### src/rtl/switch_capture.sv
// Captures one colour entry from four raw switches: synchronize, debounce,
// wait for a clean release/press/release, and report the pressed switch index.
module switch_capture #(
    parameter int DEBOUNCE_CYCLES = 500_000,
    parameter int TIMEOUT_CYCLES  = 250_000_000
) (
    input  logic       clk,
    input  logic       reset,
    input  logic       arm,
    input  logic       cancel,
    input  logic [3:0] player_input,
    output logic [1:0] colour,
    output logic       valid,
    output logic       multi,
    output logic       timeout,
    output logic       busy,
    output logic [2:0] state_dbg
);

    // Handshake: arm is a one-cycle request honoured only in IDLE; busy is high
    // from the cycle after an accepted arm until the block is back in IDLE, and
    // exactly one of valid/multi/timeout may pulse in any cycle.

    localparam int DW = $clog2(DEBOUNCE_CYCLES + 1);
    localparam int TW = $clog2(TIMEOUT_CYCLES);
    localparam logic [DW-1:0] DEB_MAX  = DW'(DEBOUNCE_CYCLES);
    localparam logic [TW-1:0] TMO_LOAD = TW'(TIMEOUT_CYCLES - 1);

    typedef enum logic [2:0] {
        IDLE         = 3'd0,
        WAIT_RELEASE = 3'd1,
        WAIT_PRESS   = 3'd2,
        HELD         = 3'd3,
        DONE         = 3'd4
    } state_t;

    state_t        state_q, state_d;
    logic [3:0]    sync1_q, sync1_d;
    logic [3:0]    sync2_q, sync2_d;
    logic [3:0]    samp_q, samp_d;
    logic [3:0]    stable_q, stable_d;
    logic [DW-1:0] deb_cnt_q, deb_cnt_d;
    logic [TW-1:0] tmo_q, tmo_d;
    logic [1:0]    colour_q, colour_d;
    logic          valid_q, valid_d;
    logic          multi_q, multi_d;
    logic          timeout_q, timeout_d;
    logic          stable_onehot;
    logic [1:0]    stable_idx;

    // Synchronizer and debouncer; the count saturates instead of wrapping.
    always_comb begin
        sync1_d   = player_input;
        sync2_d   = sync1_q;
        samp_d    = sync2_q;
        deb_cnt_d = deb_cnt_q;
        stable_d  = stable_q;
        if (sync2_q != samp_q) begin
            deb_cnt_d = '0;
        end else if (deb_cnt_q != DEB_MAX) begin
            deb_cnt_d = deb_cnt_q + DW'(1);
        end
        if (deb_cnt_d == DEB_MAX) begin
            stable_d = sync2_q;
        end
    end

    always_comb begin
        stable_onehot = (stable_q != 4'b0000) && ((stable_q & (stable_q - 4'd1)) == 4'b0000);
        stable_idx    = 2'd0;
        case (stable_q)
            4'b0010: stable_idx = 2'd1;
            4'b0100: stable_idx = 2'd2;
            4'b1000: stable_idx = 2'd3;
            default: stable_idx = 2'd0;
        endcase
    end

    always_comb begin
        state_d   = state_q;
        tmo_d     = tmo_q;
        colour_d  = colour_q;
        valid_d   = 1'b0;
        multi_d   = 1'b0;
        timeout_d = 1'b0;
        if (cancel) begin
            state_d = IDLE;
        end else begin
            case (state_q)
                IDLE: begin
                    if (arm) begin
                        tmo_d   = TMO_LOAD;
                        state_d = WAIT_RELEASE;
                    end
                end
                WAIT_RELEASE, WAIT_PRESS, HELD: begin
                    // Expiry is checked first so it beats a release in the same cycle.
                    if (tmo_q == '0) begin
                        timeout_d = 1'b1;
                        state_d   = IDLE;
                    end else begin
                        tmo_d = tmo_q - TW'(1);
                        if (state_q == WAIT_RELEASE) begin
                            if (stable_q == 4'b0000) state_d = WAIT_PRESS;
                        end else if (state_q == WAIT_PRESS) begin
                            if (stable_onehot) begin
                                colour_d = stable_idx;
                                state_d  = HELD;
                            end else if (stable_q != 4'b0000) begin
                                multi_d = 1'b1;
                                state_d = WAIT_RELEASE;
                            end
                        end else begin
                            if (stable_q == 4'b0000) begin
                                valid_d = 1'b1;
                                state_d = DONE;
                            end
                        end
                    end
                end
                DONE:    state_d = IDLE;
                default: state_d = IDLE;
            endcase
        end
    end

    always_ff @(posedge clk) begin
        if (!reset) begin
            state_q   <= IDLE;
            sync1_q   <= 4'b0000;
            sync2_q   <= 4'b0000;
            samp_q    <= 4'b0000;
            stable_q  <= 4'b0000;
            deb_cnt_q <= '0;
            tmo_q     <= '0;
            colour_q  <= 2'b00;
            valid_q   <= 1'b0;
            multi_q   <= 1'b0;
            timeout_q <= 1'b0;
        end else begin
            state_q   <= state_d;
            sync1_q   <= sync1_d;
            sync2_q   <= sync2_d;
            samp_q    <= samp_d;
            stable_q  <= stable_d;
            deb_cnt_q <= deb_cnt_d;
            tmo_q     <= tmo_d;
            colour_q  <= colour_d;
            valid_q   <= valid_d;
            multi_q   <= multi_d;
            timeout_q <= timeout_d;
        end
    end

    assign colour    = colour_q;
    assign valid     = valid_q;
    assign multi     = multi_q;
    assign timeout   = timeout_q;
    assign busy      = (state_q != IDLE);
    assign state_dbg = state_q;

endmodule

### config.mk
export PLATFORM = sky130hd
export DESIGN_NAME = switch_capture
export DESIGN_NICKNAME = d
export VERILOG_FILES = /design/src/rtl/switch_capture.sv
export SDC_FILE = /design/constraint.sdc
export NUM_CORES = 1
export LEC_CHECK = 0
export ABC_CLOCK_PERIOD_IN_PS = 3000
export CORE_ASPECT_RATIO = 0.6
export CORE_MARGIN = 10
export CORE_UTILIZATION = 30
export CTS_CLUSTER_SIZE = 12
export DETAILED_ROUTE_END_ITERATION = 8
export GPL_TIMING_DRIVEN = 0
export SETUP_SLACK_MARGIN = 0.1
export SYNTH_ARGS = -nofsm -noshare
export SYNTH_HDL_FRONTEND = slang
export SYNTH_SLANG_ARGS = --single-unit
### constraint.sdc
create_clock -name clk -period 3 [get_ports clk]
set_input_delay 0.6 -clock clk [delete_from_list [all_inputs] [get_ports clk]]
set_output_delay 0.6 -clock clk [all_outputs]
set_load 0.03 [all_outputs]
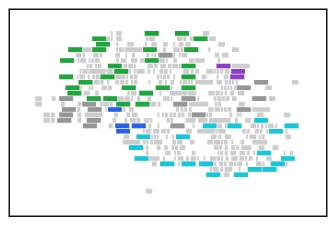
**Above:** register map, names as in the netlist.
Drawn at 2 px/um.
| color | netlist name | flops |
|---|---|---|
| green | `tmo_q` | 28 |
| cyan | `deb_cnt_q` | 19 |
| blue | `samp_q` | 4 |
| purple | `state_dbg` | 3 |
P_seq: 1.03 mW
post-layout util: 0.3648
area used by sequential logic in the layout: 1421 um^2
flop share of the area: 0.3472

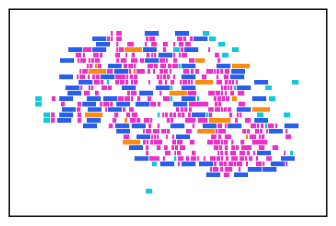
**Above:** placement by cell class.
Drawn at 2 px/um.
| color | class | cells |
|---|---|---|
| cyan | other buffers and delay cells | 28 |
| magenta | combinational and other logic | 316 |
| orange | clock drivers and dummy loads | 16 |
| blue | flops | 71 |
core box area: 11,220 um^2
total number of placement rows: 30

==> impl_report.txt <==
PHYSICAL IMPLEMENTATION REPORT
----------------------------------------------------
[Die]
  Fraction of the core area occupied by cells at floorplan ........................ 0.3054
  Vertical extent of the die ........................ 102.8 um
  Chip Width ........................ 158.0 um

[Setup path]
  Worst setup path startpoint ........................ tmo_q[2]
  Crit path buffers/inverters ........................ 0
  Data required time at the worst endpoint ........................ 3200 ps
  Startpoint class of the critical path ........................ flip-flop
  Signal arrival time at the worst endpoint ........................ 2950 ps
  Biggest fanout along the worst timing path ........................ 5
  List of cells traversed by the critical path ........................ or4_1 -> nor4b_2 -> nand2_1 -> nor3_2 -> nand2_1 -> xor2_1 -> a21oi_1
  Slowest CP cell ........................ sky130_fd_sc_hd__or4_1

[Cells and area]
  Layout clock area frac ........................ 0.07152
  Tally of non-filler cells in the final layout ........................ 575
  Buffers excl. clock ........................ 28
  Fraction of final layout cells with drive strength greater than 1 ........................ 0.07425
  Largest registers in the final layout ........................ tmo_q: 28 flops, deb_cnt_q: 19 flops
  Dominant kind of cell ........................ logic gates
  Cell area after layout ........................ 4094 um^2
  Non-clock buffers, area share ........................ 0.05134
  Final net count ........................ 438
  Logic inverters ........................ 9
  Largest register FFs ........................ 28

[Place]
  Placer Congestion ........................ 0.9030
  Port bufs ........................ 16
  Minimum setup slack after placement ........................ -246.4 ps

[Clock tree]
  Postcts setup bufs ........................ 0
  Clock-pin slew of the registers on the worst-case setup and hold paths ........................ 60 ps
  Worst-Skew Late Latency ........................ 340 ps
  CTS tree ........................ done
  Count of hold-fix buffers inserted at cts ........................ 0
  Clock Tree Buf Depth ........................ 2
  Number of levels in the clock H-tree ........................ 3

[Yosys]
  AO/OA Area Share ........................ 0.1044
  Yosys warning total ........................ 0
  Count of instantiated cells in the yosys netlist ........................ 399
  Flops & latches, synth ........................ 71
  Most repeated cell in the gate-level netlist after synthesis ........................ sky130_fd_sc_hd__dfxtp_1
  Proportion of register bits with asynchronous set or reset after synthesis ........................ 0
  Syn avg cell area ........................ 8.589 um^2
  Post-synth seq share ........................ 0.4147

[Global routing]
  Via count of the first global-routing pass ........................ 2,802
  Total congestion overflow after global routing ........................ 0
  Largest net degree at the start of global routing ........................ 12
  Number of antenna violations at the first check in global routing ........................ 0
  Global route hottest layer ........................ met1

[STA]
  Final period utilization ........................ 0.9170
  Worst max-slew margin expressed relative to the limit ........................ 0.5387
  Final worst setup slack ........................ 249.1 ps
  Clock Skew ........................ 6.515 ps
  Number of slew-limit violations in the final report ........................ 0
  Highest Clock Rate ........................ 363.5 MHz

[Worst hold path]
  Min-Delay Startpoint ........................ sync1_q[1]

[Pwr]
  Total Power ........................ 2.329 mW
  Internal power of the cells ........................ 1.751 mW
  Clock Power Share ........................ 0.450
  Seq pwr share ........................ 0.441
  Total combinational power ........................ 0.256 mW

[Flow run]
  Tool warnings ........................ 28

[Route]
  Number of vias per cell ........................ 5.129
  Count of unresolved DRC violations after routing ........................ 0
  Number of design-rule violations left by the first detailed-router iteration ........................ 149
  Remaining antenna violation count after routing ........................ 0
  Routed met1 length ........................ 4427 um
  Average wire length per cell after detail routing ........................ 14.26 um
  Number of vias in the routed layout ........................ 2,949

[Status]
  Result of the run ........................ finished, final reports clean

----------------------------------------------------
Power and IR drop assume default switching activity.
